**Run 1: sequential cells grouped by signal name**

Other sequential cells in the stronger gray, the rest of the logic in the fainter gray.
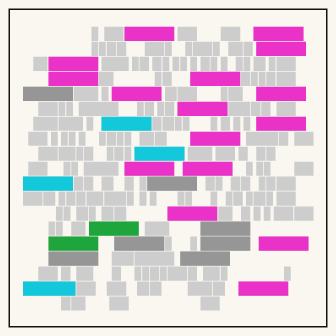
**Run 1: the metal 3 layer**

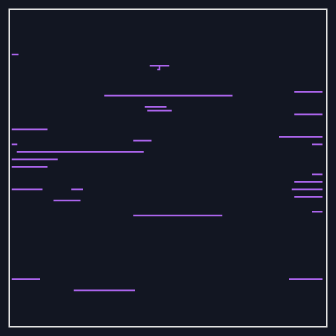
**Run 1: placed standard cells**

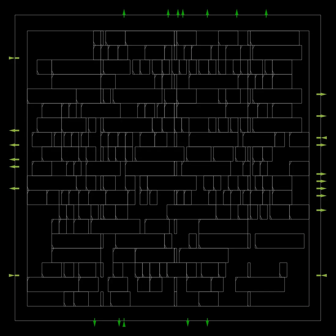
<file path="src/rtl/toggle_pkg.sv">
// Shared definitions for the two-phase toggle event link.
package toggle_pkg;

  localparam int unsigned SYNC_STAGES_MIN = 2;
  localparam int unsigned SYNC_STAGES_MAX = 4;
  localparam int unsigned SYNC_STAGES_DEF = 2;

  typedef enum logic [0:0] {
    ARM,
    RUN
  } rx_state_e;

endpackage

</file>
<file path="src/rtl/toggle_rx_if.sv">
// Consumer-side handshake of the toggle receiver: pending events offered with valid/ready,
// plus the return acknowledge toggle routed back to the sender domain.
interface toggle_rx_if #(
  parameter int unsigned PEND_W = 4
);

  logic              i_evt_ready;
  logic              o_evt_valid;
  logic [PEND_W-1:0] o_pending;
  logic              o_ack_toggle;

  modport master (
    input  i_evt_ready,
    output o_evt_valid,
    output o_pending,
    output o_ack_toggle
  );

  modport slave (
    output i_evt_ready,
    input  o_evt_valid,
    input  o_pending,
    input  o_ack_toggle
  );

endinterface

</file>
<file path="src/rtl/sync_bit.sv">
// N-stage single-bit synchronizer with asynchronous active-low reset to 0.
// Also used on the sender side to bring the acknowledge toggle back.
module sync_bit #(
  parameter int unsigned STAGES = 2
) (
  input  logic clk,
  input  logic rstn,
  input  logic d,
  output logic q
);

  logic [STAGES-1:0] chain_q;

  always_ff @(posedge clk or negedge rstn) begin
    if (!rstn) begin
      chain_q <= '0;
    end else begin
      chain_q <= {chain_q[STAGES-2:0], d};
    end
  end

  assign q = chain_q[STAGES-1];

endmodule

</file>
<file path="src/rtl/toggle_rx.sv">
// Destination-domain receiver of the two-phase toggle link: turns each level change into a
// one-cycle pulse, queues events behind valid/ready and returns an acknowledge toggle.
module toggle_rx
  import toggle_pkg::*;
#(
  parameter int unsigned SYNC_STAGES = SYNC_STAGES_DEF,
  parameter int unsigned PEND_W      = 4,
  parameter int unsigned CNT_W       = 16
) (
  input  logic             clk,
  input  logic             rstn,
  input  logic             i_toggle,
  input  logic             i_clr,
  toggle_rx_if.master      evt,
  output logic             o_pulse,
  output logic [CNT_W-1:0] o_evt_count,
  output logic             o_overflow
);

  localparam int unsigned ARM_W = $clog2(SYNC_STAGES + 2);
  localparam logic [ARM_W-1:0] ARM_LAST = ARM_W'(SYNC_STAGES);

  if (SYNC_STAGES < SYNC_STAGES_MIN || SYNC_STAGES > SYNC_STAGES_MAX) begin : g_bad_stages
    $error("toggle_rx: SYNC_STAGES out of range");
  end

  rx_state_e         state_q, state_d;
  logic [ARM_W-1:0]  arm_cnt_q, arm_cnt_d;
  logic              sync_out;
  logic              last_q;
  logic              evt_edge;
  logic              pulse_q;
  logic [PEND_W-1:0] pending_q, pending_d;
  logic              ack_q, ack_d;
  logic [CNT_W-1:0]  count_q, count_d;
  logic              ovf_q, ovf_d;
  logic              accept;
  logic              full;

  sync_bit #(
    .STAGES(SYNC_STAGES)
  ) u_sync (
    .clk (clk),
    .rstn(rstn),
    .d   (i_toggle),
    .q   (sync_out)
  );

  // ARM absorbs whatever level the sender holds at reset release, so no edge is reported for it.
  always_comb begin
    state_d   = state_q;
    arm_cnt_d = arm_cnt_q;
    evt_edge  = 1'b0;
    unique case (state_q)
      ARM: begin
        arm_cnt_d = arm_cnt_q + ARM_W'(1);
        if (arm_cnt_q == ARM_LAST) begin
          state_d = RUN;
        end
      end
      RUN:     evt_edge = sync_out ^ last_q;
      default: state_d = ARM;
    endcase
  end

  assign accept = evt.o_evt_valid & evt.i_evt_ready;
  assign full   = &pending_q;

  // Clear wins over the stored values, but a pulse in the same cycle still lands afterwards.
  always_comb begin
    pending_d = pending_q;
    count_d   = count_q + CNT_W'(evt_edge);
    ovf_d     = ovf_q;
    ack_d     = ack_q ^ accept;
    if (i_clr) begin
      pending_d = PEND_W'(evt_edge);
      count_d   = CNT_W'(evt_edge);
      ovf_d     = 1'b0;
    end else if (evt_edge && !accept) begin
      if (full) begin
        ovf_d = 1'b1;
      end else begin
        pending_d = pending_q + PEND_W'(1);
      end
    end else if (!evt_edge && accept) begin
      pending_d = pending_q - PEND_W'(1);
    end
  end

  always_ff @(posedge clk or negedge rstn) begin
    if (!rstn) begin
      state_q   <= ARM;
      arm_cnt_q <= '0;
      last_q    <= 1'b0;
      pulse_q   <= 1'b0;
      pending_q <= '0;
      ack_q     <= 1'b0;
      count_q   <= '0;
      ovf_q     <= 1'b0;
    end else begin
      state_q   <= state_d;
      arm_cnt_q <= arm_cnt_d;
      last_q    <= sync_out;
      pulse_q   <= evt_edge;
      pending_q <= pending_d;
      ack_q     <= ack_d;
      count_q   <= count_d;
      ovf_q     <= ovf_d;
    end
  end

  assign o_pulse          = pulse_q;
  assign o_evt_count      = count_q;
  assign o_overflow       = ovf_q;
  assign evt.o_evt_valid  = (pending_q != '0);
  assign evt.o_pending    = pending_q;
  assign evt.o_ack_toggle = ack_q;

endmodule
</file>
<file path="src/flat_wrapper.sv">
// flat-port wrapper written by rule: the top's interface ports become plain ports
module toggle_rx_flat import toggle_pkg::*;
#(
  parameter int unsigned SYNC_STAGES = SYNC_STAGES_DEF,
  parameter int unsigned PEND_W      = 4,
  parameter int unsigned CNT_W       = 16
)
  (clk, rstn, i_toggle, i_clr, o_pulse, o_evt_count, o_overflow, evt_i_evt_ready, evt_o_evt_valid, evt_o_pending, evt_o_ack_toggle);
  toggle_rx_if #(.PEND_W(PEND_W)) evt_i ();
  input  logic clk;
  input  logic rstn;
  input  logic i_toggle;
  input  logic i_clr;
  output logic o_pulse;
  output logic [CNT_W-1:0] o_evt_count;
  output logic o_overflow;
  input wire logic [$bits(evt_i.i_evt_ready)-1:0] evt_i_evt_ready;
  output wire logic [$bits(evt_i.o_evt_valid)-1:0] evt_o_evt_valid;
  output wire logic [$bits(evt_i.o_pending)-1:0] evt_o_pending;
  output wire logic [$bits(evt_i.o_ack_toggle)-1:0] evt_o_ack_toggle;
  assign evt_i.i_evt_ready = evt_i_evt_ready;
  assign evt_o_evt_valid = evt_i.o_evt_valid;
  assign evt_o_pending = evt_i.o_pending;
  assign evt_o_ack_toggle = evt_i.o_ack_toggle;
  toggle_rx #(.SYNC_STAGES(SYNC_STAGES), .PEND_W(PEND_W), .CNT_W(CNT_W)) u_core (.clk(clk), .rstn(rstn), .i_toggle(i_toggle), .i_clr(i_clr), .evt(evt_i), .o_pulse(o_pulse), .o_evt_count(o_evt_count), .o_overflow(o_overflow));
endmodule
</file>
<file path="config.mk">
export PLATFORM = sky130hd
export DESIGN_NAME = toggle_rx_flat
export DESIGN_NICKNAME = d
export VERILOG_FILES = /design/src/rtl/toggle_pkg.sv /design/src/rtl/toggle_rx_if.sv /design/src/rtl/sync_bit.sv /design/src/rtl/toggle_rx.sv /design/src/flat_wrapper.sv
export SDC_FILE = /design/constraint.sdc
export NUM_CORES = 1
export LEC_CHECK = 0
export ABC_AREA = 1
export CAP_MARGIN = 20
export CORE_MARGIN = 2
export CORE_UTILIZATION = 53
export CTS_BUF_LIST = sky130_fd_sc_hd__clkbuf_4 sky130_fd_sc_hd__clkbuf_8
export DETAILED_ROUTE_END_ITERATION = 8
export GPL_TIMING_DRIVEN = 0
export PLACE_DENSITY = 0.78
export RECOVER_POWER = 25
export SLEW_MARGIN = 10
export SYNTH_ARGS = -nofsm -noshare
export SYNTH_HDL_FRONTEND = slang
export SYNTH_HIERARCHICAL = 1
export SYNTH_SLANG_ARGS = --single-unit
</file>
<file path="constraint.sdc">
create_clock -name clk -period 2.55 [get_ports clk]
set_clock_uncertainty 0.1 [all_clocks]
set_input_delay 0.765 -clock clk [delete_from_list [all_inputs] [get_ports clk]]
set_output_delay 0.765 -clock clk [all_outputs]
set_load 0.02 [all_outputs]
</file>
==> out/notes.md, run 1 <==
## Outcome
* complete, but fails checks — result of the run
* capacitance limit, slew limit — violations in the final reports

## Power
* 844 uW — internal power
* 706 nW/um^2 — cell area power density
* 1.32 mW — Tot Pwr
* 42.1% — share of power burned in registers
* sequential cells — Biggest consumer

## Flow run
* 1 — max capacitance violation total
* 26 — number of warnings in the stage logs

## Detailed routing
* 13.3 um — routed len/inst
* 43 — Starting DRT DRC Count
* 1257 — vias after detailed routing
* 1580 um — met2 WL

## Worst setup path
* 1.57 ns — worst endpoint data arrival time
* reg -> out — Setup CP Type
* 1.69 ns — CP Data Required Time
* flip-flop — Startpoint Class

## Final timing
* 2.43 ns — minimum clock period
* 0.118 ns — final critical-path setup slack
* 0 — # setup viols final
* 0 ns — total negative slack
* 30 — max-slew violation total from the final report
* 1.51 ns — transition time at the pin with the least slew margin

## Place
* 0.793 — RePlAce Congestion
* -0.0548 ns — Post-Place Setup Slack

## Layout
* 684 sq um — area of the multi-input gates
* 68.5% — utilization after layout
* sky130_fd_sc_hd__nand2_1 — most numerous logic cell after layout
* 727 sq um — combined flip-flop and latch cell area

## Synthesis
* 183 — Mapped Nets
* 5.47% — arithmetic-cell share of the synthesized area counting full adders, half adders and majority gates
* sky130_fd_sc_hd__dfrtp_1, sky130_fd_sc_hd__nand2_1, sky130_fd_sc_hd__inv_1, sky130_fd_sc_hd__nand3_1, sky130_fd_sc_hd__ha_1 — top cells by area
* 48.1% — part of the Yosys area used for sequential elements
* 48.1% — Synth top area share
* 0 — number of flops mapped to enable cells by yosys
* sky130_fd_sc_hd__nand2_1 — most frequent cell after synthesis
* 100% — ys async rst share
* 172 — Synth Instances

## Global route
* 0 — antenna violations before repair
* 7.48% — GR met3 Demand/Resource
* 0 — global route total overflow

## Clock tree
* 5 — Num CTS Buffers
* 29 — clock sink total
* 2 — H-tree Lvls

## Floorplanning
* 3290 sq um — die area
* 57.4 um — Horiz. Die Dim
* 57.4 um — height of the chip

-- 'sequential cells grouped by signal name' (at the start) --
u_core/o_evt_count -> magenta  # sequential cells 16
u_core/u_sync/chain_q -> green  # sequential cells 2
u_core/evt.o_pending -> cyan  # sequential cells 4

-- 'the metal 3 layer' (at the start) --
share of all routed wire = 5.3%
longest straight run = 23.0 um
main direction = horizontal
nets with wire on the layer = 23
wire length on this layer = 169 um

-- 'placed standard cells' (at the start) --
Cell Count, Final, Fillers Out: 237
number of flip-flops and latches: 29
Well-Tap Cells: 31
core footprint: 2730 sq um

run 1: critical path: stages (launching register included):
cell	delay, ns
sky130_fd_sc_hd__dfrtp_2	0.46
sky130_fd_sc_hd__nor2_1	0.14
sky130_fd_sc_hd__nand2_2	0.10
sky130_fd_sc_hd__clkdlybuf4s50_1	0.54
run 1: final timing paths:
check | start | endpoint | slack [ns] | cells past startpoint
max | u_core/evt.o_pending[3]$_DFFE_PN0P_ | evt_o_evt_valid | 0.12 | 3
min | u_core/u_sync/chain_q[0]$_DFF_PN0_ | u_core/u_sync/chain_q[1]$_DFF_PN0_ | 0.25 | 0
max reg2reg | u_core/u_sync/chain_q[1]$_DFF_PN0_ | u_core/o_evt_count[12]$_DFF_PN0_ | 0.35 | 12
min reg2reg | u_core/u_sync/chain_q[0]$_DFF_PN0_ | u_core/u_sync/chain_q[1]$_DFF_PN0_ | 0.25 | 0
max in group asynchronous | rstn | u_core/evt.o_pending[3]$_DFFE_PN0P_ | 0.68 | 1
min in group asynchronous | rstn | u_core/o_evt_count[3]$_DFF_PN0_ | 0.69 | 1
run 1: area by class of cell:
type	instances	area share, %
Clock buffer	7	3.14
Multi-Input combinational cell	117	36.5
Timing Repair Buffer	27	14.1
Tap cell	31	2.07
Sequential cell	29	38.8
Buffer	2	0.534
Inverter	24	4.81
run 1: registers in the layout, indices dropped and copies added, names as in the netlist:
name and flops:
u_core/arm_cnt_q 2, u_core/evt.o_ack_toggle 1, u_core/evt.o_pending 4, u_core/last_q 1
u_core/o_evt_count 16, u_core/o_overflow 1, u_core/o_pulse 1, u_core/state_q 1
u_core/u_sync/chain_q 2
run 1: what timing repair did:
action | in CTS | in global routing
gates resized | 0 | 1
setup endpoints to repair | 0 | 1
setup buffers | 0 | 0
hold buffers | 0 | 0
**Run 1: wire density map**

11 x 11 tiles, from black (low) to pale yellow (high), scaled to the fullest tile. Values are wire area over tile area, all layers added.
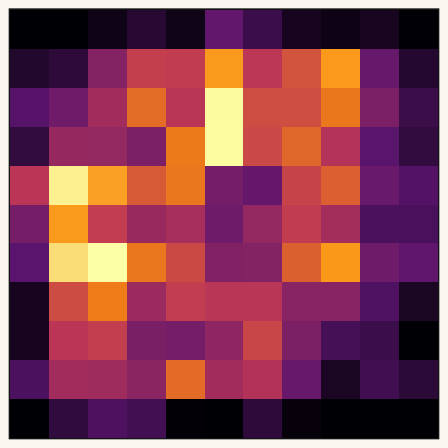

==> run 2: changes to the inputs <==
Settings changed: PLACE_DENSITY 0.78 to unset, PLACE_DENSITY_LB_ADDON set to 0.05.
**Run 2: wire density map**

11 x 11 tiles, from black (low) to pale yellow (high), scaled to the fullest tile. Values are wire area over tile area, all layers added.
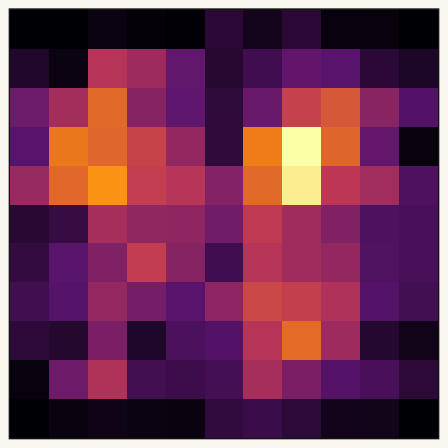
fullest tile = 0.49
mean over tiles = 0.14
densest ninth of the die = center

==> out/notes.md, run 2 <==
## Outcome
* complete, but fails checks — result of the run
* capacitance limit, slew limit — violations in the final reports

## Synthesis
* 172 — Synth Instances
* 183 — Mapped Nets
* 48.1% — part of the Yosys area used for sequential elements
* 100% — ys async rst share
* 0 — number of flops mapped to enable cells by yosys

## Final timing
* 0 ns — total negative slack
* 1.54 ns — transition time at the pin with the least slew margin
* 0 — # setup viols final
* 30 — max-slew violation total from the final report
* 2.44 ns — minimum clock period

## Min path
* u_core/u_sync/chain_q[0]$_DFF_PN0_ — Min-Delay Startpoint

## Layout
* 238 — Cell Count, Final, Fillers Out
* sky130_fd_sc_hd__nand2_1 — most numerous logic cell after layout

## Clock tree
* 2 — H-tree Lvls
* 29 — clock sink total
* 0 — Post-CTS Hold Buffers
* 5 — Num CTS Buffers
* 0 — post-cts repair resize count

## Floorplanning
* 57.4 um — Horiz. Die Dim

## Worst setup path
* 12 — count of cells along the worst register-to-register path
* sky130_fd_sc_hd__clkdlybuf4s50_1 — critical path's slowest cell
* 3 — number of gates on the worst path with buffers counted
* u_core/o_evt_count[12]$_DFF_PN0_ — endpoint of the lowest-slack register-to-register path

## Flow run
* 26 — number of warnings in the stage logs
* 1 — max capacitance violation total

## Global route
* 0 — antenna violations before repair

## Detailed routing
* 12.3 um — routed len/inst
* 40 — Starting DRT DRC Count

**Run 2: sequential cells grouped by signal name**

Other sequential cells in the stronger gray, the rest of the logic in the fainter gray.
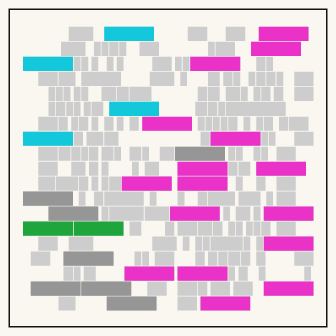
u_core/o_evt_count -> magenta  # sequential cells 16
u_core/u_sync/chain_q -> green  # sequential cells 2
u_core/evt.o_pending -> cyan  # sequential cells 4, where north-west
not colored = 7

## run 2: cell counts after synthesis
Identical to the previous run, type by type.
## run 2: cell families (layout without fill, tap and decap cells)
family	after synthesis	in the layout	share of synthesized area, %
AOI/OAI and AO/OA	26	26	9.36
adders and majority gates	6	6	5.47
buffers and inverters	26	61	6.63
xor gates and xnor gates	3	3	1.74
DFF	29	29	48.1
and+or+nand+nor	82	82	28.8
## run 2: area by class of cell
class                   count  area, sq um
flip-flops and latches     29          726
clock inverters             2         37.5
inverters                  24         90.1
clock buffers               6         51.3
repair buffers             27          264
multi-input cells         117          684
well taps                  31         38.8
plain buffers               2         10.0
fillers                   228          832
## run 2: worst max path at each step
stage / from / end
5_1_grt: u_core/evt.o_pending[3]$_DFFE_PN0P_ / evt_o_evt_valid
2_1_floorplan: u_core/evt.o_pending[3]$_DFFE_PN0P_ / u_core/evt.o_pending[3]$_DFFE_PN0P_
6_report: u_core/evt.o_pending[3]$_DFFE_PN0P_ / evt_o_evt_valid
3_5_place_dp: evt_i_evt_ready / u_core/evt.o_pending[3]$_DFFE_PN0P_
3_3_place_gp: evt_i_evt_ready / u_core/evt.o_pending[3]$_DFFE_PN0P_
4_1_cts: u_core/evt.o_pending[3]$_DFFE_PN0P_ / evt_o_evt_valid
## run 2: per-layer routing
metal / wire length (um) / vias to the layer above
met5: 0 / -
met4: 34 / 0
met3: 146 / 4
met2: 1550 / 44
met1: 1200 / 588
li1: - / 623
## run 2: power by group
group / internal, mW / switching, mW
Sequential: 0.502 / 0.0471
Combinational: 0.199 / 0.269
Clock: 0.233 / 0.167
## run 2: through the flow
stage / power, mW / hold WS [ns]
floorplan: 0.860 / 0.231
global placement: 1.01 / 0.239
detailed placement: 1.03 / 0.235
CTS: 1.43 / 0.258
global route: 1.50 / 0.265
finish: 1.42 / 0.256
**Run 2: placed standard cells**

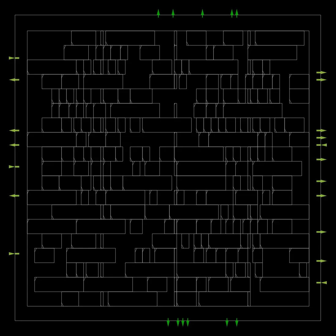

==> run 3: changes to the inputs <==
Settings changed: CAP_MARGIN 20 to unset, CELL_PAD_IN_SITES_DETAIL_PLACEMENT set to 0, CELL_PAD_IN_SITES_GLOBAL_PLACEMENT set to 1, CORE_UTILIZATION 53 to 40.
**Run 3: placed standard cells**

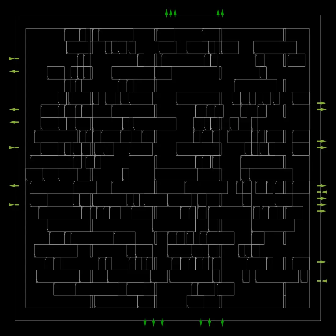
utilization after layout: 53.3%
number of placement rows: 22
number of filler cells placed in the layout: 349

**Run 3: sequential cells grouped by signal name**

Other sequential cells in the stronger gray, the rest of the logic in the fainter gray.
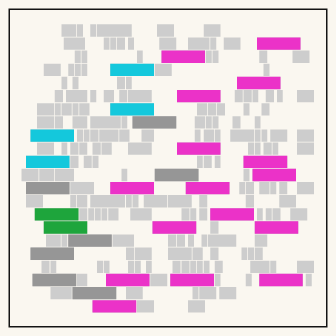
u_core/evt.o_pending -> cyan  # sequential cells 4
u_core/o_evt_count -> magenta  # sequential cells 16
u_core/u_sync/chain_q -> green  # sequential cells 2

==> out/notes.md, run 3 <==
## Clock tree
* 2 — H-tree Lvls
* 0 — buffer count from post-CTS setup fixing
* 0 — post-cts repair resize count
* 29 — clock sink total

## Power
* 481 uW — switching power
* 737 nW/um^2 — cell area power density
* 32.7% — Combinational Power Share
* 1.43 mW — Tot Pwr
* 467 uW — combinational power
* 33.7% — fraction of power spent switching nets
* sequential cells — Biggest consumer
* 946 uW — internal power
* 28.6% — clock share of power

## Global route
* 0 — antenna violations before repair

## Detailed routing
* 108 um — met3 layer wire length in the routed design
* 1530 um — met2 WL
* 61 — Starting DRT DRC Count

## Synthesis
* 183 — Mapped Nets
* 172 — Synth Instances
* 0 — number of flops mapped to enable cells by yosys
* 48.1% — Synth top area share
* sky130_fd_sc_hd__dfrtp_1, sky130_fd_sc_hd__nand2_1, sky130_fd_sc_hd__inv_1, sky130_fd_sc_hd__nand3_1, sky130_fd_sc_hd__ha_1 — top cells by area
* 100% — ys async rst share

## Worst setup path
* u_core/evt.o_pending[3]$_DFFE_PN0P_ — CP Launch Point
* 0.42 ns — flop2flop setup slack
* u_core/u_sync/chain_q[1]$_DFF_PN0_ — startpoint of the worst-slack reg-to-reg timing path
* flip-flop — Startpoint Class
* u_core/o_evt_count[12]$_DFF_PN0_ — endpoint of the lowest-slack register-to-register path

## Layout
* 16 — flip-flop count of the largest register, all copies and words added

## Final timing
* 2.38 ns — minimum clock period
* 1.54 ns — transition time at the pin with the least slew margin
* 30 — max-slew violation total from the final report
* 0 ns — total negative slack
* 0.167 ns — final critical-path setup slack

## Min path
* 0 — WHS Path Cells
* u_core/u_sync/chain_q[1]$_DFF_PN0_ — worst hold endpoint
* u_core/u_sync/chain_q[0]$_DFF_PN0_ — Min-Delay Startpoint

## Place
* 0.800 — RePlAce Congestion
* -0.00696 ns — Post-Place Setup Slack

## Flow run
* 1 — max capacitance violation total
* 26 — number of warnings in the stage logs

## Floorplanning
* 4280 sq um — die area
* 65.4 um — Horiz. Die Dim
* 65.4 um — height of the chip

## Outcome
* complete, but fails checks — result of the run
* capacitance limit, slew limit — violations in the final reports

run 3: cell counts after synthesis:
Identical to the previous run, type by type.
run 3: through the flow:
stage	instances	hold slack (ns)	utilization (%)	area, sq um
floorplan	172	0.231	-	1510
global placement	247	0.237	50.7	1840
detailed placement	247	0.245	50.5	1840
CTS	255	0.260	53.3	1940
global route	255	0.279	53.3	1940
finish	255	0.253	53.3	1940
run 3: cell type report:
class | count | area, sq um
well taps | 48 | 60.1
clock inverters | 1 | 5.00
fillers | 349 | 1700
flip-flops and latches | 29 | 726
inverters | 24 | 90.1
multi-input cells | 117 | 684
plain buffers | 2 | 10.0
clock buffers | 7 | 96.3
repair buffers | 27 | 264
run 3: critical path, stage by stage (launching register included):
cell	delay, ns
sky130_fd_sc_hd__dfrtp_1	0.44
sky130_fd_sc_hd__nor2_1	0.08
sky130_fd_sc_hd__nand2_2	0.11
sky130_fd_sc_hd__clkdlybuf4s50_1	0.62
run 3: metal layers:
metal | global-route usage (%) | vias up
met1 | 18.4 | 578
met5 | 0 | -
met3 | 5.14 | 2
met2 | 28.6 | 23
met4 | 5.47 | 0
li1 | - | 619
run 3: logic make-up (layout without fill, tap and decap cells):
| group | count (synthesis) | in the layout | synth area share (%) |
|---|---|---|---|
| fa+ha+maj | 6 | 6 | 5.47 |
| xor+xnor | 3 | 3 | 1.74 |
| buf+inv | 26 | 61 | 6.63 |
| compound gates | 26 | 26 | 9.36 |
| flops | 29 | 29 | 48.1 |
| simple gates | 82 | 82 | 28.8 |

==> screenshots <==
Nets reached from selected ports.
image #1
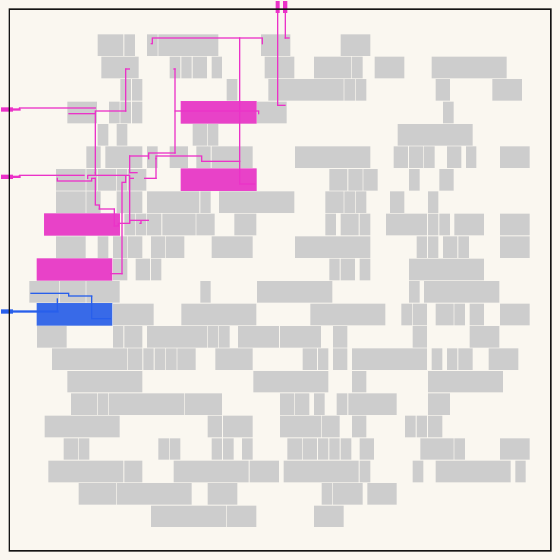
image #2
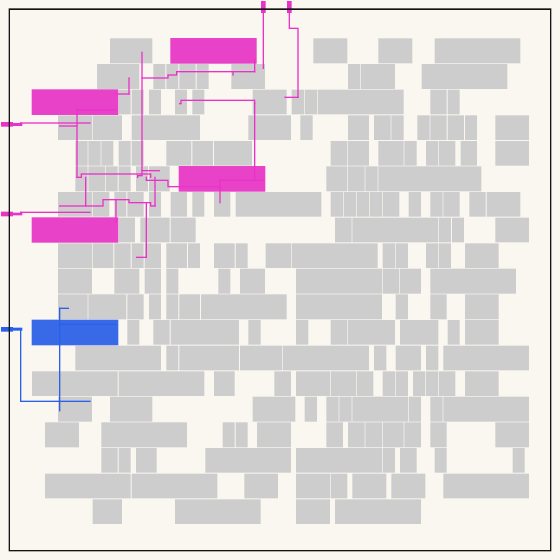
image #3
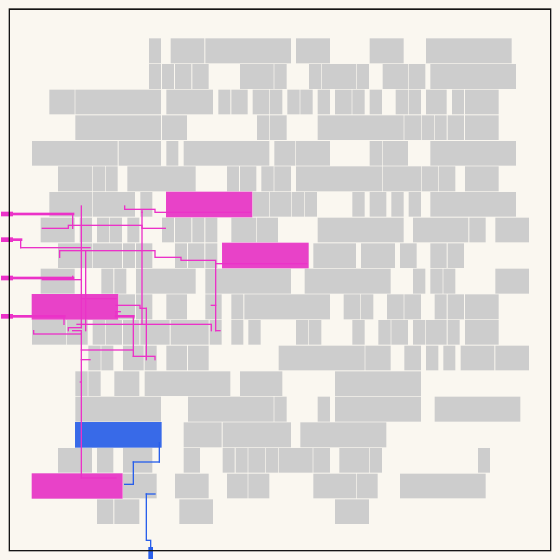
image #3: run 1
image #1: run 3
image #2: run 2

Power figures rest on the tool's default switching activity, not on a simulated workload.
